Fig. 1: M1 wires
The bar under the picture is 20 um long.
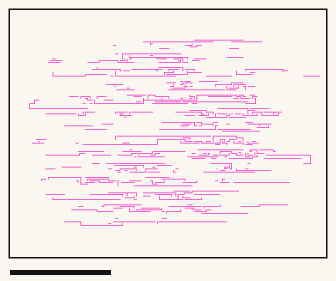
Fig. 2: wire density map
The bar under the picture is 20 um long. The die is cut into 13 by 10 equal tiles; dark blue is low, red is high, scaled to the fullest tile. Values are wire area over tile area, all layers added.
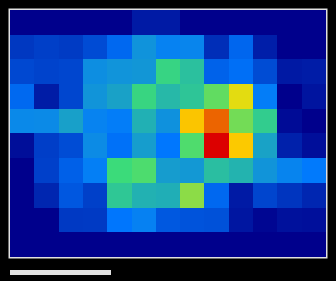
Fig. 3: ports around the boundary
The bar under the picture is 20 um long. Pins as bars across the die edge, other pins in grey.
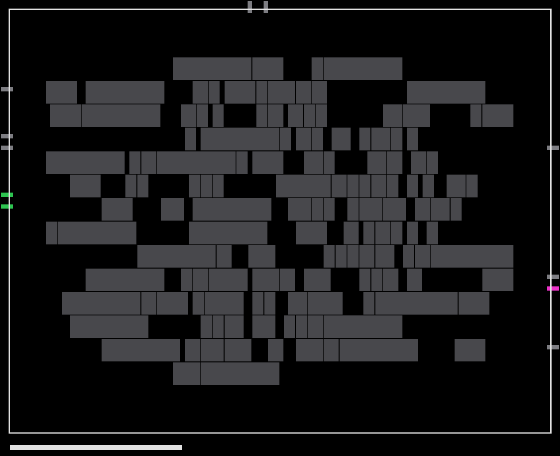
Fig. 4: sequential cells coloured by netlist name
The bar under the picture is 20 um long. Other sequential cells in the stronger grey, the rest of the logic in the fainter grey.
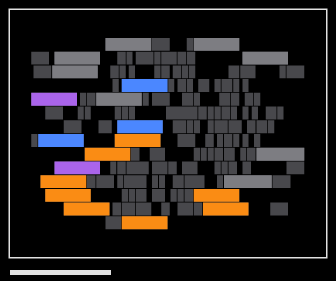
### src/rtl/pump_scheduler_if.sv
// pump_scheduler_if: level/fault sensor inputs and pump/alarm outputs of the two-pump scheduler
interface pump_scheduler_if;
  logic       I;
  logic       S;
  logic       F1;
  logic       F2;
  logic       B1;
  logic       B2;
  logic [1:0] alarm;
  logic       lead;
  modport master (output I, S, F1, F2, input B1, B2, alarm, lead);
  modport slave  (input I, S, F1, F2, output B1, B2, alarm, lead);
endinterface

### src/rtl/pump_scheduler.sv
// pump_scheduler: two-pump level sequencer with duty alternation, minimum on-time and fault fallback; PUMP_SCHED_STAGGER_EN adds a staggered lag-pump start
module pump_scheduler #(
  parameter int MIN_ON  = 8,
  parameter int STAGGER = 4,
  parameter int CNT_W   = 8
) (
  input logic             clk,
  input logic             reset,
  pump_scheduler_if.slave bus
);
`ifdef PUMP_SCHED_STAGGER_EN
  typedef enum logic [2:0] {IDLE, ONE, BOTH, START_B, ERR} state_t;
`else
  typedef enum logic [2:0] {IDLE, ONE, BOTH, ERR} state_t;
`endif
  if (MIN_ON >= 2**CNT_W || STAGGER >= 2**CNT_W) begin : g_bad_cfg
    $error("MIN_ON/STAGGER do not fit in CNT_W");
  end
  state_t           st, st_nx;
  logic             i_q, s_q, f1_q, f2_q;
  logic [CNT_W-1:0] on_cnt, on_nx;
  logic             run, run_nx, lead_q, lead_nx;
  logic             b1_q, b2_q, b1_nx, b2_nx, p1, p2, up;
  logic [1:0]       alarm_q, alarm_nx;
  logic             inv, d0, d1, d2, hold, active;
  assign inv  = ~i_q & s_q;
  assign d0   = i_q & s_q;
  assign d1   = i_q & ~s_q;
  assign d2   = ~i_q & ~s_q;
  assign hold = on_cnt != '0;
`ifdef PUMP_SCHED_STAGGER_EN
  logic [CNT_W-1:0] stg_cnt, stg_nx;
  assign active = st == ONE || st == BOTH || st == START_B;
`else
  assign active = st == ONE || st == BOTH;
`endif
  assign bus.B1    = b1_q;
  assign bus.B2    = b2_q;
  assign bus.alarm = alarm_q;
  assign bus.lead  = lead_q;
  always_comb begin
    st_nx   = st;
    run_nx  = run;
    lead_nx = lead_q;
    up      = 1'b0;
    on_nx   = (active && hold) ? on_cnt - 1'b1 : '0;
`ifdef PUMP_SCHED_STAGGER_EN
    stg_nx  = (st == START_B && stg_cnt != '0) ? stg_cnt - 1'b1 : '0;
`endif
    if (inv)
      st_nx = ERR;
    else
      case (st)
        IDLE, ERR: begin
          if (d1) begin
            st_nx   = ONE;
            run_nx  = lead_q;
            lead_nx = ~lead_q;
            up      = 1'b1;
          end else if (d2) begin
`ifdef PUMP_SCHED_STAGGER_EN
            st_nx  = START_B;
            stg_nx = CNT_W'(STAGGER);
`else
            st_nx  = BOTH;
`endif
            up     = 1'b1;
          end else
            st_nx = IDLE;
        end
        ONE: begin
          if (d2) begin
            st_nx = BOTH;
            up    = 1'b1;
          end else if (d0 && !hold)
            st_nx = IDLE;
        end
        BOTH: begin
          if (!d2 && !hold) begin
            st_nx  = d1 ? ONE : IDLE;
            run_nx = lead_q;
          end
        end
`ifdef PUMP_SCHED_STAGGER_EN
        START_B: begin
          if (d2 && stg_cnt <= CNT_W'(1))
            st_nx = BOTH;
          else if (!d2 && !hold) begin
            st_nx  = ONE;
            run_nx = lead_q;
          end
        end
`endif
        default: st_nx = IDLE;
      endcase
    // a single run moves to the healthy pump and restarts its hold
    if (st_nx == ONE && (run_nx ? f2_q & ~f1_q : f1_q & ~f2_q)) begin
      run_nx = ~run_nx;
      up     = 1'b1;
    end
    if (up)
      on_nx = CNT_W'(MIN_ON);
    p1 = st_nx == BOTH || (st_nx == ONE && !run_nx);
    p2 = st_nx == BOTH || (st_nx == ONE && run_nx);
`ifdef PUMP_SCHED_STAGGER_EN
    // lag pump waits for the stagger unless the lead pump is faulted
    if (st_nx == START_B) begin
      p1 = lead_q ? f2_q : 1'b1;
      p2 = lead_q ? 1'b1 : f1_q;
    end
`endif
    b1_nx    = p1 & ~f1_q;
    b2_nx    = p2 & ~f2_q;
    alarm_nx = (f1_q & f2_q) ? 2'b11 : inv ? 2'b01 : (f1_q | f2_q) ? 2'b10 : 2'b00;
  end
  always_ff @(posedge clk or negedge reset) begin
    if (!reset) begin
      st                     <= IDLE;
      {i_q, s_q, f1_q, f2_q} <= 4'b1100;
      on_cnt                 <= '0;
      run                    <= 1'b0;
      lead_q                 <= 1'b0;
      b1_q                   <= 1'b0;
      b2_q                   <= 1'b0;
      alarm_q                <= 2'b00;
    end else begin
      st                     <= st_nx;
      {i_q, s_q, f1_q, f2_q} <= {bus.I, bus.S, bus.F1, bus.F2};
      on_cnt                 <= on_nx;
      run                    <= run_nx;
      lead_q                 <= lead_nx;
      b1_q                   <= b1_nx;
      b2_q                   <= b2_nx;
      alarm_q                <= alarm_nx;
    end
  end
`ifdef PUMP_SCHED_STAGGER_EN
  always_ff @(posedge clk or negedge reset) begin
    if (!reset)
      stg_cnt <= '0;
    else
      stg_cnt <= stg_nx;
  end
`endif
endmodule
### src/flat_wrapper.sv
// flat-port wrapper written by rule: the top's interface ports become plain ports
module pump_scheduler_flat 
#(
  parameter int MIN_ON  = 8,
  parameter int STAGGER = 4,
  parameter int CNT_W   = 8
)
  (clk, reset, bus_I, bus_S, bus_F1, bus_F2, bus_B1, bus_B2, bus_alarm, bus_lead);
  pump_scheduler_if bus_i ();
  input logic clk;
  input logic reset;
  input wire logic [$bits(bus_i.I)-1:0] bus_I;
  input wire logic [$bits(bus_i.S)-1:0] bus_S;
  input wire logic [$bits(bus_i.F1)-1:0] bus_F1;
  input wire logic [$bits(bus_i.F2)-1:0] bus_F2;
  output wire logic [$bits(bus_i.B1)-1:0] bus_B1;
  output wire logic [$bits(bus_i.B2)-1:0] bus_B2;
  output wire logic [$bits(bus_i.alarm)-1:0] bus_alarm;
  output wire logic [$bits(bus_i.lead)-1:0] bus_lead;
  assign bus_i.I = bus_I;
  assign bus_i.S = bus_S;
  assign bus_i.F1 = bus_F1;
  assign bus_i.F2 = bus_F2;
  assign bus_B1 = bus_i.B1;
  assign bus_B2 = bus_i.B2;
  assign bus_alarm = bus_i.alarm;
  assign bus_lead = bus_i.lead;
  pump_scheduler #(.MIN_ON(MIN_ON), .STAGGER(STAGGER), .CNT_W(CNT_W)) u_core (.clk(clk), .reset(reset), .bus(bus_i));
endmodule
### config.mk
export PLATFORM = sky130hd
export DESIGN_NAME = pump_scheduler_flat
export DESIGN_NICKNAME = d
export VERILOG_FILES = /design/src/rtl/pump_scheduler_if.sv /design/src/rtl/pump_scheduler.sv /design/src/flat_wrapper.sv
export SDC_FILE = /design/constraint.sdc
export NUM_CORES = 1
export LEC_CHECK = 0
export ABC_AREA = 1
export CORE_ASPECT_RATIO = 0.75
export CORE_MARGIN = 4
export CORE_UTILIZATION = 49
export CTS_BUF_LIST = sky130_fd_sc_hd__clkbuf_4 sky130_fd_sc_hd__clkbuf_8 sky130_fd_sc_hd__clkbuf_16
export CTS_CLUSTER_SIZE = 25
export DETAILED_ROUTE_END_ITERATION = 16
export PLACE_DENSITY = 0.7
export SLEW_MARGIN = 20
export SYNTH_ARGS = -nofsm -noshare
export SYNTH_HDL_FRONTEND = slang
export SYNTH_SLANG_ARGS = --single-unit
### constraint.sdc
create_clock -name clk -period 4 [get_ports clk]
set_input_delay 0.4 -clock clk [delete_from_list [all_inputs] [get_ports clk]]
set_output_delay 0.4 -clock clk [all_outputs]
set_load 0.02 [all_outputs]
==> run_results.csv <==
group,metric,value,unit
cts,cts_root_buf,"clkbuf_4",
yosys,synth.largest_area_cell,"dfrtp_1",
yosys,synthAoiAreaFrac,0.0513,
worst_hold_path,holdPathStages,1,
pwr,powerClk,106,uW
sta,grt_setup_unrepaired,"false",
routing,drt_iter0_markers,41,
routing,wl_met3,132,um
cts,clkTransAtPathRegs,0.12,ns
yosys,synthTopLogicFamily,"simple AND/OR/NAND/NOR gates",
floorplan,initial_utilization,0.531,
yosys,yosys_cells,129,
yosys,avgSynthCellArea,8.51,um^2
global_routing,grt_start_max_net_pins,22,
yosys,yosysWarnings,0,
pwr,clockPowerShare,0.128,
worst_setup_path,r2r-start,"u_core.on_cnt[0]",
routing,routedWlPerCell,11.6,um
place,routabilityCongestion,0.870,
routing,antenna_left,0,
outcome,status,"finished clean",
layout,fillers,173,
yosys,top_cells_by_count,"26 x nand2_1, 19 x dfrtp_1, 17 x inv_1",
worst_hold_path,whs_endpoint,"u_core.on_cnt[0]",
yosys,async_flop_share,1.00,
routing,topRoutingLayerUsed,"met4",
floorplan,core,0.00207,mm^2
place,place_area,0.00123,mm^2
global_routing,grt_use_met1,0.187,
worst_setup_path,endpoint_kind,"flip-flop",
global_routing,use_met3,0.0622,
pwr,pwr-share-seq,0.373,
sta,setup_viol,0,
pwr,p_seq,308,uW
worst_setup_path,r2r_cells,14,
routing,vias,829,
global_routing,grt.total_usage,0.137,
worst_setup_path,startpoint_type,"flip-flop",
cts,cts_setup_buffers,0,
worst_setup_path,worstSetupEndpoint,"u_core.on_cnt[1]",
yosys,synth_largest_type_area_fraction,0.433,
worst_setup_path,r2r_end,"u_core.on_cnt[1]",
yosys,syn_area,0.00110,mm^2
routing,wirelength_met1,1020,um
worst_setup_path,arrival,2.10,ns
global_routing,grt_use_met2,0.195,
pwr,power.group.top,"combinational logic",
## Picture notes: Fig. 1
136 nets have wire on it. The wires run mostly horizontal. The layer holds 52% of the routed length.

## Picture notes: Fig. 2
25% of the tiles are nearly empty. The fullest tile reaches 0.50. The mean over all tiles is 0.10. The densest ninth of the die: centre. 7.7% of the tiles are over half the peak.

## Picture notes: Fig. 3
Green shows `bus_alarm`, pins 2, direction output, edge left. Magenta shows `bus_S`, pins 1, direction input, edge right.
All pins by edge: 5 left, 4 right, 2 top.
Die X-Extent: 62.6 um
die span in y: 49.0 um
buffers added on ports: 10

## Picture notes: Fig. 4
Orange shows `u_core.on_cnt`, placed flops 8. Purple shows `u_core.bus.alarm`, placed flops 2. Blue shows `u_core.st`, placed flops 3.

## through the flow
step,hold slack (ns),instances,util
finish,0.454,167,0.608
global route,0.464,167,0.608
CTS,0.450,167,0.608
detailed placement,0.432,163,0.594
global placement,0.438,163,0.594
floorplan,0.104,129,-
## worst max-delay path: stages, from the launching register on
cell	delay (ns)
dfrtp_1	0.40
inv_1	0.10
ha_1	0.15
nand2_1	0.08
nor2_4	0.17
nand3_1	0.08
nand2_1	0.07
nand2_1	0.08
nand2_2	0.11
nand2_1	0.05
nand2_1	0.08
nor2_2	0.05
inv_2	0.06
nand3_4	0.10
nor3_1	0.20
## layout make-up
class,count,share of cell area
tap,24,0.0239
clock buffer,3,0.0179
multi-input combinational,89,0.396
timing repair buffer,10,0.0796
sequential,21,0.420
clock inverter,1,0.00597
inverter,19,0.0567
Power figures rest on the tool's default switching activity, not on a simulated workload.
